**config.mk**
```make
export PLATFORM = sky130hd
export DESIGN_NAME = abp_msg_channel
export DESIGN_NICKNAME = d
export VERILOG_FILES = /design/src/rtl/abp_pkg.sv /design/src/rtl/abp_sat_counter.sv /design/src/rtl/abp_msg_channel.sv
export SDC_FILE = /design/constraint.sdc
export NUM_CORES = 1
export LEC_CHECK = 0
export ABC_CLOCK_PERIOD_IN_PS = 1680
export CORE_MARGIN = 8
export CORE_UTILIZATION = 50
export CTS_BUF_LIST = sky130_fd_sc_hd__clkbuf_4 sky130_fd_sc_hd__clkbuf_8
export CTS_CLUSTER_DIAMETER = 40
export DETAILED_ROUTE_END_ITERATION = 6
export PLACE_DENSITY = 0.81
export REMOVE_ABC_BUFFERS = 1
export SETUP_SLACK_MARGIN = 0.5
export SLEW_MARGIN = 5
export SYNTH_ARGS = -nofsm -noshare
export SYNTH_HDL_FRONTEND = slang
export SYNTH_SLANG_ARGS = --single-unit
```
**constraint.sdc**
```tcl
create_clock -name clk -period 1.68 [get_ports clk]
set_input_delay 0.336 -clock clk [delete_from_list [all_inputs] [get_ports clk]]
set_output_delay 0.336 -clock clk [all_outputs]
set_load 0.02 [all_outputs]
```
**src/rtl/abp_pkg.sv**
```systemverilog
// Shared ABP message/ack encodings, used by the message and ack-direction channels.
package abp_pkg;

  typedef enum logic [2:0] {
    DATA00 = 3'd0,
    DATA01 = 3'd1,
    DATA10 = 3'd2,
    DATA11 = 3'd3,
    DERR   = 3'd4
  } data_status_t;

  typedef enum logic [1:0] {
    AM0  = 2'd0,
    AM1  = 2'd1,
    AERR = 2'd2
  } ack_status_t;

  typedef enum logic {
    BOOL_F = 1'b0,
    BOOL_T = 1'b1
  } bool_status_t;

  localparam logic [2:0] ABP_DERR = 3'(DERR);

endpackage

```
**src/rtl/abp_sat_counter.sv**
```systemverilog
// Saturating up-counter used for the channel loss/corruption statistics.
module abp_sat_counter #(
  parameter int W = 8
) (
  input  logic         clk,
  input  logic         reset_n,
  input  logic         inc,
  output logic [W-1:0] value
);

  always_ff @(posedge clk or negedge reset_n) begin
    if (!reset_n) begin
      value <= '0;
    end else if (inc && (value != '1)) begin
      value <= value + 1'b1;
    end
  end

endmodule

```
**src/rtl/abp_msg_channel.sv**
```systemverilog
// Bounded, lossy, in-order ABP message channel with oracle-driven drop/corrupt.
// Optional frame duplication on delivery is enabled with `define ABP_CHAN_DUP_EN.
module abp_msg_channel
  import abp_pkg::*;
#(
  parameter  int DEPTH = 2,
  parameter  int CNT_W = 8,
  localparam int CW    = $clog2(DEPTH + 1)
) (
  input  logic             clk,
  input  logic             reset_n,
  input  logic             in_valid,
  input  logic [2:0]       in_msg,
  output logic             in_ready,
  input  logic             drop,
  input  logic             corrupt,
  output logic             out_valid,
  output logic [2:0]       out_msg,
  input  logic             out_ready,
  input  logic             dup,
  output logic [CW-1:0]    count,
  output logic [CNT_W-1:0] drop_cnt,
  output logic [CNT_W-1:0] corrupt_cnt
);

  localparam int PW = (DEPTH > 1) ? $clog2(DEPTH) : 1;

  logic [2:0]    mem [DEPTH];
  logic [PW-1:0] rd_ptr;
  logic [PW-1:0] wr_ptr;
  logic [CW-1:0] count_q;

  logic       accept;
  logic       store;
  logic       pop;
  logic       advance;
  logic [2:0] wr_data;

  // Pointers wrap explicitly so DEPTH need not be a power of two.
  function automatic logic [PW-1:0] next_ptr(input logic [PW-1:0] p);
    return (p == PW'(DEPTH - 1)) ? '0 : p + 1'b1;
  endfunction

  assign in_ready  = (count_q != CW'(DEPTH));
  assign out_valid = (count_q != '0);
  assign out_msg   = out_valid ? mem[rd_ptr] : ABP_DERR;
  assign count     = count_q;

  assign accept  = in_valid && in_ready;
  assign store   = accept && !drop;
  assign pop     = out_valid && out_ready;
  assign wr_data = (corrupt || (in_msg > ABP_DERR)) ? ABP_DERR : in_msg;

`ifdef ABP_CHAN_DUP_EN
  // A duplicating pop delivers the head but leaves it in place.
  assign advance = pop && !dup;
`else
  logic unused_dup;
  assign unused_dup = dup;
  assign advance    = pop;
`endif

  always_ff @(posedge clk or negedge reset_n) begin
    if (!reset_n) begin
      rd_ptr  <= '0;
      wr_ptr  <= '0;
      count_q <= '0;
      for (int i = 0; i < DEPTH; i++) begin
        mem[i] <= ABP_DERR;
      end
    end else begin
      if (store) begin
        mem[wr_ptr] <= wr_data;
        wr_ptr      <= next_ptr(wr_ptr);
      end
      if (advance) begin
        rd_ptr <= next_ptr(rd_ptr);
      end
      if (store && !advance) begin
        count_q <= count_q + 1'b1;
      end else if (!store && advance) begin
        count_q <= count_q - 1'b1;
      end
    end
  end

  abp_sat_counter #(.W(CNT_W)) u_drop_cnt (
    .clk     (clk),
    .reset_n (reset_n),
    .inc     (accept && drop),
    .value   (drop_cnt)
  );

  abp_sat_counter #(.W(CNT_W)) u_corrupt_cnt (
    .clk     (clk),
    .reset_n (reset_n),
    .inc     (accept && !drop && corrupt),
    .value   (corrupt_cnt)
  );

endmodule

```
run_1/clk_routes.png
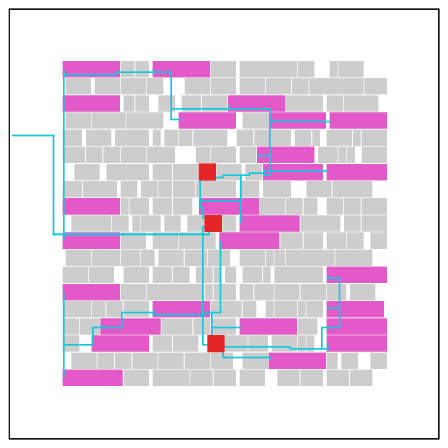
red -> clock drivers  # count 3
cyan -> clock wires  # length 317 um
magenta -> flip-flops  # count 26
routed clock nets = 4

run_1/power_grid.png
Pins as bars on the die edge. Tap cells in grey.
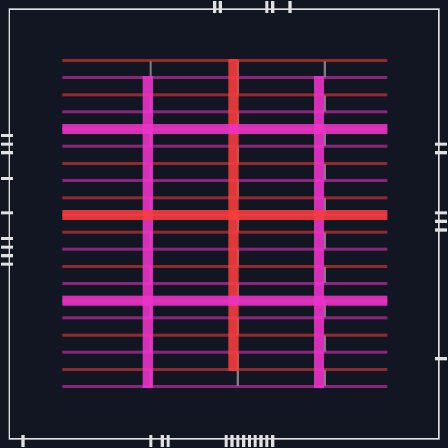
red -> VDD
magenta -> VSS
rows = 19
met4 straps = 3
met5 straps = 3

==> out/summary.rpt, run 1 <==
OUTCOME
-------------------------------------------------------------------------------------------------
Outcome                                                                              complete, no violations

GRT
-------------------------------------------------------------------------------------------------
Via count of the first global-routing pass                                                   1269
Final global-route overflow total                                                               0
Global routing met2 resource utilization                                                    28.4%
Initial antenna violation count                                                                 0

DETAILED ROUTING
-------------------------------------------------------------------------------------------------
Final ANT Viol Nets                                                                             0
Detailed-route via count                                                                     1307
Routed wl met2                                                                            2.64 mm
Top Layer Used                                                                               met4

FINAL TIMING
-------------------------------------------------------------------------------------------------
Final worst hold slack                                                                   0.362 ns
Post-route clock skew                                                                  0.00215 ns
RSZ-0062 raised after global routing                                                          yes
Final worst-path cycle share                                                                95.7%
Hold violation total from the final report                                                      0
Max Freq                                                                                0.622 GHz
Number of slew-limit violations in the final report                                             0
Aggregate negative setup slack                                                               0 ns
Shortest period the worst path allows                                                     1.61 ns
Worst Max-Slew Pin Slew                                                                  0.352 ns

PLACEMENT
-------------------------------------------------------------------------------------------------
Dpl ws                                                                                  -0.253 ns
DPL Wire Length                                                                           2.15 mm
DP Area                                                                                1770 sq um
Routability congestion estimate                                                             0.817

WORST SETUP PATH
-------------------------------------------------------------------------------------------------
Crit-path most repeated cell                                                         sky130_fd_sc_hd__buf_6
Slowest CP cell                                                                      sky130_fd_sc_hd__dfrtp_2
Crit path required time                                                                   1.34 ns
Category of the worst setup path capture point                                       primary output
Largest delay contributor family on the critical path                                  flip-flops
Crit path launch type                                                                   flip-flop
Critical Path Max Stage Delay                                                             0.49 ns
Largest driver fanout on the critical path                                                      3

LOGIC SYNTHESIS
-------------------------------------------------------------------------------------------------
Simple Share, Synth                                                                         23.6%
Chip area in the Yosys report                                                          1340 sq um
Area share of the largest cell type after synthesis                                         44.7%
Number of enable flip-flop cells                                                                0
Main area contributors                                                               sky130_fd_sc_hd__dfrtp_1 45%, sky130_fd_sc_hd__xor2_1 6.5%, sky130_fd_sc_hd__dfstp_2 3.9%
Seq share, synth                                                                            48.6%
Multiplexer fraction of the synthesized cell area                                           8.19%
Number of distinct library cell variants in the gate-level netlist after synthesis             37
Async set-reset flop share out of synthesis                                                  100%
Yosys stat cell total                                                                         124
Area fraction in xor and xnor cells                                                         7.82%
Post-synthesis cell area                                                               1340 sq um
Gate Count Post-Synth                                                                         124
Post-synth top flop                                                                  sky130_fd_sc_hd__dfrtp_1
Mean Syn Cell Area                                                                     10.8 sq um
Area share of fa/ha/maj cells after synthesis                                               2.79%
Top-count cell post-synth                                                            sky130_fd_sc_hd__dfrtp_1
Synth warn                                                                                      0
Flop and latch count out of synthesis                                                          26

LAYOUT
-------------------------------------------------------------------------------------------------
Share of post-route cells with drive strength above 1                                       68.6%
Non-clock inverter count                                                                        4
Most instantiated logic cells after routing                                          41 x sky130_fd_sc_hd__buf_6, 33 x sky130_fd_sc_hd__buf_4, 16 x sky130_fd_sc_hd__dfrtp_1
Combinational share of cell area                                                            37.5%
Fill cell total of the finished layout                                                         85
Layout area overhead                                                                        84.1%
Clock Buffer Count                                                                              4
Fraction of area in clock buffers and inverters                                             1.47%
Finished Layout Cells                                                                         238
Dominant kind of cell by area                                                         logic gates
Non-clock buffering overhead                                                                32.0%
Non-clock buffer total of the final layout                                                     82
Antenna cell count                                                                              0

CLOCK TREE
-------------------------------------------------------------------------------------------------
Total clock buffers created by CTS                                                              3
Max H-tree Level                                                                                1
Skew-Pair Late Insertion Delay                                                            0.32 ns
Clock-pin transition on the worst setup and hold timing paths                             0.14 ns
Clock buffer depth                                                                              2
Setup bufs post-CTS                                                                            23
TritonCTS clock tree                                                                          yes
# hold bufs at CTS                                                                              0
Clk root buf                                                                         sky130_fd_sc_hd__clkbuf_4
Number of sinks driven by the clock tree                                                       26
Number of cells upsized or downsized after cts                                                137

POWER
-------------------------------------------------------------------------------------------------
Reported clock group power                                                                 320 uW
Share of total power in the clock network                                                    7.9%
Combinational share of power                                                                63.0%
Cell leakage power                                                                     0.00115 uW
Fraction of power consumed by sequential logic                                              29.1%
Post-layout total power                                                                   4070 uW
Total sequential power                                                                    1180 uW
Peak supply drop                                                                          1.80 mV
Switching power of the nets                                                               1660 uW
Power density cells                                                                  1640 nW/um^2

FLOORPLAN
-------------------------------------------------------------------------------------------------
Core area                                                                              2660 sq um
Initial cell density of the core                                                            50.5%
Tap cells                                                                                      31
Die span in x                                                                             67.8 um
Site Rows                                                                                      19
Die extent in y                                                                           67.8 um

FLOW RUN
-------------------------------------------------------------------------------------------------
Maximum Capacitance Violations                                                                  0

run_1/congestion.png
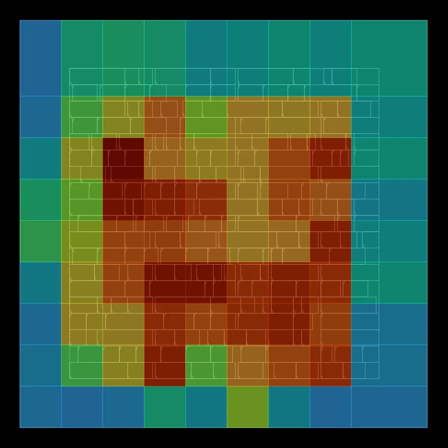
met3 usage in global routing: 3.27%
final core area utilization: 92.9%
Avg WL per Cell: 20.8 um
most used routing layer: met2
total global-route track usage: 15.4%

-- run 1: worst paths after layout --
check	startpoint	end	slack, ns	cells past startpoint
setup / recovery	count[1]$_DFFE_PN0P_	out_msg[0]	0.07	4
hold / removal	reset_n	mem[1]$_DFFE_PN0P_	0.36	2
setup reg to reg	count[0]$_DFFE_PN0P_	u_corrupt_cnt.value[4]$_DFFE_PN0P_	0.10	6
hold reg to reg	mem[2]$_DFFE_PN1P_	mem[2]$_DFFE_PN1P_	0.51	2
max in group asynchronous	reset_n	mem[2]$_DFFE_PN1P_	1.01	2
min in group clk	mem[2]$_DFFE_PN1P_	mem[2]$_DFFE_PN1P_	0.51	2
-- run 1: state kept, by name, indices dropped and copies added (netlist names) --
signal and count:
u_corrupt_cnt.value 8, u_drop_cnt.value 8, rd_ptr 1, count 2, wr_ptr 1, mem 6
==> run 1 -> run 2 <==
--- a/config.mk
+++ b/config.mk
@@ -5,12 +5,13 @@
 export SDC_FILE = /design/constraint.sdc
 export NUM_CORES = 1
 export LEC_CHECK = 0
-export ABC_CLOCK_PERIOD_IN_PS = 1680
+export ABC_CLOCK_PERIOD_IN_PS = 1500
 export CORE_MARGIN = 8
 export CORE_UTILIZATION = 50
 export CTS_BUF_LIST = sky130_fd_sc_hd__clkbuf_4 sky130_fd_sc_hd__clkbuf_8
 export CTS_CLUSTER_DIAMETER = 40
 export DETAILED_ROUTE_END_ITERATION = 6
+export MAX_ROUTING_LAYER = met4
 export PLACE_DENSITY = 0.81
 export REMOVE_ABC_BUFFERS = 1
 export SETUP_SLACK_MARGIN = 0.5
==> constraint.sdc (replaced) <==
create_clock -name clk -period 1.5 [get_ports clk]
set_input_delay 0.3 -clock clk [delete_from_list [all_inputs] [get_ports clk]]
set_output_delay 0.3 -clock clk [all_outputs]
set_load 0.02 [all_outputs]
run_2/congestion.png
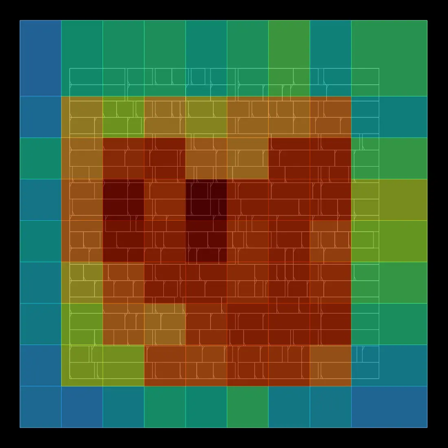
global routing met2 resource utilization: 43.8%
final core area utilization: 96.9%

==> run 2 against run 1 <==
Effect of this change:
- the run now ends with setup timing left
- clock power increased by 17%
- combinational power up 22%
- sequential power rose by about 20%
- sequential cell count unchanged
- critical endpoint is now out_msg[1]
- highest routed layer unchanged
==> out/summary.rpt, run 2 <==
OUTCOME
-------------------------------------------------------------------------------------------------
Outcome                                                                              finished with violations   was complete, no violations
Failing checks                                                                       setup timing

GRT
-------------------------------------------------------------------------------------------------
Met3 usage in global routing                                                                6.06%   was 3.27%
Total global-route track usage                                                              25.3%   was 15.4%
First-pass GRT wire length                                                                8.29 mm   was 5.55 mm
Final global-route overflow total                                                               0   unchanged
Pin count of the biggest net entering global routing                                           27   unchanged
Initial antenna violation count                                                                 0   unchanged
Most used routing layer                                                                      met2   unchanged
Via count of the first global-routing pass                                                   1508   was 1269
GRT met1 Usage                                                                              26.9%   was 16.8%

LOGIC SYNTHESIS
-------------------------------------------------------------------------------------------------
Synth warn                                                                                      0   unchanged
Most frequent cells after synthesis                                                  24 x sky130_fd_sc_hd__dfrtp_1, 14 x sky130_fd_sc_hd__nand2_1, 10 x sky130_fd_sc_hd__nor2_1, 10 x sky130_fd_sc_hd__xor2_1   unchanged
Post-synth top flop                                                                  sky130_fd_sc_hd__dfrtp_1   unchanged
Gate Count Post-Synth                                                                         124   unchanged
Flop and latch count out of synthesis                                                          26   unchanged
Number of distinct library cell variants in the gate-level netlist after synthesis             37   unchanged
Seq share, synth                                                                            48.6%   unchanged
Yosys stat cell total                                                                         124   unchanged
Area share of the largest cell type after synthesis                                         44.7%   unchanged
Number of enable flip-flop cells                                                                0   unchanged
Mean Syn Cell Area                                                                     10.8 sq um   unchanged
Main area contributors                                                               sky130_fd_sc_hd__dfrtp_1 45%, sky130_fd_sc_hd__xor2_1 6.5%, sky130_fd_sc_hd__dfstp_2 3.9%   unchanged
Async set-reset flop share out of synthesis                                                  100%   unchanged
Top-count cell post-synth                                                            sky130_fd_sc_hd__dfrtp_1   unchanged
Post-synth top area cell                                                             sky130_fd_sc_hd__dfrtp_1   unchanged
Chip area in the Yosys report                                                          1340 sq um   unchanged
Post-synthesis cell area                                                               1340 sq um   unchanged

WORST SETUP PATH
-------------------------------------------------------------------------------------------------
Reg-to-reg setup timing slack                                                            -0.08 ns   was 0.10 ns
Logic depth of the worst setup path including buffers                                           3   was 4
Worst Setup SP                                                                       rd_ptr$_DFFE_PN0P_   was count[1]$_DFFE_PN0P_
Critical register-to-register path startpoint                                        count[0]$_DFFE_PN0P_   unchanged
Slowest CP cell                                                                      sky130_fd_sc_hd__dfrtp_2   unchanged
Worst setup path category                                                            flip-flop to primary output   unchanged
Largest driver fanout on the critical path                                                      4   was 3
Worst setup path endpoint                                                              out_msg[1]   was out_msg[0]
Critical Path Max Stage Delay                                                             0.47 ns   was 0.49 ns
Count of cells along the worst register-to-register path                                        6   unchanged
Crit-path cells                                                                      mux2i_1 > nor2_2 > buf_6   was nor2_4 > buf_6 > nor2_2 > buf_6
Arrival @ worst endpoint                                                                  1.32 ns   was 1.27 ns
Bufs and invs on worst path                                                                     1   was 2
Crit path launch type                                                                   flip-flop   unchanged
Category of the worst setup path capture point                                       primary output   unchanged
Largest delay contributor family on the critical path                                  flip-flops   unchanged
Crit path required time                                                                   1.20 ns   was 1.34 ns
Endpoint of the lowest-slack register-to-register path                               count[1]$_DFFE_PN0P_   was u_corrupt_cnt.value[4]$_DFFE_PN0P_

LAYOUT
-------------------------------------------------------------------------------------------------
Antenna cell count                                                                              0   unchanged
Top logic cell by instance count in the layout                                       sky130_fd_sc_hd__buf_6   unchanged
Most instantiated logic cells after routing                                          47 x sky130_fd_sc_hd__buf_6, 28 x sky130_fd_sc_hd__buf_4, 17 x sky130_fd_sc_hd__dfrtp_1   was 41 x sky130_fd_sc_hd__buf_6, 33 x sky130_fd_sc_hd__buf_4, 16 x sky130_fd_sc_hd__dfrtp_1
Fill cell total of the finished layout                                                         46   was 85
Share of post-route cells with drive strength above 1                                       70.8%   was 68.6%
Layout area overhead                                                                        92.1%   was 84.1%
Final design area excluding fillers                                                    2580 sq um   was 2470 sq um
Largest regs                                                                         u_corrupt_cnt.value (8), u_drop_cnt.value (8), mem (6)   unchanged
Finished Layout Cells                                                                         240   was 238
Total Nets Final                                                                              223   was 221

DETAILED ROUTING
-------------------------------------------------------------------------------------------------
Via count normalized by instance count                                                       5.94   was 5.49
Routed wl met2                                                                            3.35 mm   was 2.64 mm
Number of detailed-routing iterations run before antenna repair                                 4   unchanged
Drt initial violations                                                                        123   was 51
Final ANT Viol Nets                                                                             0   unchanged
Avg WL per Cell                                                                           26.5 um   was 20.8 um
Routed metal-1 wire length                                                                2.43 mm   was 1.84 mm
Top Layer Used                                                                               met4   unchanged
Routed wl met3                                                                             328 um   was 246 um
Detailed-route via count                                                                     1426   was 1307
Detailed-route wire length                                                                6.35 mm   was 4.95 mm
Number of remaining DRC errors                                                                  0   unchanged

CLOCK TREE
-------------------------------------------------------------------------------------------------
Number of sinks driven by the clock tree                                                       26   unchanged
TritonCTS clock tree                                                                          yes   unchanged
Total clock buffers created by CTS                                                              3   unchanged
Max H-tree Level                                                                                1   unchanged
Skew-Pair Late Insertion Delay                                                            0.34 ns   was 0.32 ns
Clock buffer depth                                                                              2   unchanged
Clk root buf                                                                         sky130_fd_sc_hd__clkbuf_4   unchanged
Clock-pin transition on the worst setup and hold timing paths                             0.16 ns   was 0.14 ns

PLACEMENT
-------------------------------------------------------------------------------------------------
Dpl ws                                                                                  -0.413 ns   was -0.253 ns
DPL Wire Length                                                                           2.37 mm   was 2.15 mm
Placed cells                                                                                  200   was 196
Buffers added on ports                                                                         31   unchanged
Routability congestion estimate                                                             0.793   was 0.817
DP Area                                                                                1800 sq um   was 1770 sq um

POWER
-------------------------------------------------------------------------------------------------
Switching power of the nets                                                               2120 uW   was 1660 uW
Power density cells                                                                  1890 nW/um^2   was 1640 nW/um^2
Cell leakage power                                                                     0.00117 uW   was 0.00115 uW
Reported clock group power                                                                 376 uW   was 320 uW
Fraction of power spent switching nets                                                      43.4%   was 40.9%
Fraction of power consumed by sequential logic                                              28.1%   was 29.1%
Total sequential power                                                                    1370 uW   was 1180 uW
Main power-consuming group                                                           combinational logic   unchanged
Share of total power in the clock network                                                    7.7%   was 7.9%
Peak supply drop                                                                          2.07 mV   was 1.80 mV
Power of the combinational group                                                          3130 uW   was 2560 uW
Post-layout total power                                                                   4880 uW   was 4070 uW
Combinational share of power                                                                64.2%   was 63.0%
Cell-internal power                                                                       2760 uW   was 2400 uW

FINAL TIMING
-------------------------------------------------------------------------------------------------
Shortest period the worst path allows                                                     1.62 ns
Slew headroom                                                                               71.8%   was 76.5%
RSZ-0062 raised after global routing                                                          yes   unchanged
Aggregate negative setup slack                                                          -0.523 ns   was 0 ns
Final setup violation count                                                                     9   was 0
Max Freq                                                                                0.619 GHz
Final worst-path cycle share                                                                 108%
Hold violation total from the final report                                                      0   unchanged
Number of slew-limit violations in the final report                                             0   unchanged
Worst Max-Slew Pin Slew                                                                  0.423 ns   was 0.352 ns
Final worst hold slack                                                                   0.343 ns   was 0.362 ns
Final critical-path setup slack                                                         -0.117 ns   was 0.0723 ns
Post-route clock skew                                                                   0.0179 ns   was 0.00215 ns

FLOORPLAN
-------------------------------------------------------------------------------------------------
Site Rows                                                                                      19   unchanged
Top-level port count                                                                           33   unchanged
Die span in x                                                                             67.8 um   unchanged
Die Size                                                                               4600 sq um   unchanged
Initial cell density of the core                                                            50.5%   unchanged
Die extent in y                                                                           67.8 um   unchanged
Core area                                                                              2660 sq um   unchanged

FLOW RUN
-------------------------------------------------------------------------------------------------
Maximum Capacitance Violations                                                                  0   unchanged
Stage-log warning count                                                                        28   unchanged

MIN PATH
-------------------------------------------------------------------------------------------------
Tightest Hold Check Type                                                             input port to async pin   unchanged

[run 2: repair_timing]
action	CTS	global route
setup endpoints to repair	49	49
setup buffers	26	10
resized	223	28
hold endpoints to repair	0	0
hold buffers	0	0
gates cloned	0	0
pin swaps	33	10
[run 2: cell type report]
type	count	area, sq um	area share [%]
Multi-Input combinational cell	91	997	38.6
Timing Repair Buffer	84	832	32.2
Sequential cell	26	662	25.6
Tap cell	31	38.8	1.50
Clock buffer	4	36.3	1.41
Inverter	4	15.0	0.582
[run 2: cell families (layout without fill, tap and decap cells)]
family,after synthesis,in the layout,synth area share [%]
AND/OR/NAND/NOR,52,52,23.6
flip-flops,26,26,48.6
AND-OR/OR-AND,14,14,6.52
XOR/XNOR,12,12,7.82
multiplexers,10,10,8.19
buffers and inverters,7,92,2.51
adder cells (fa/ha/maj),3,3,2.79
Power and IR drop assume default switching activity.
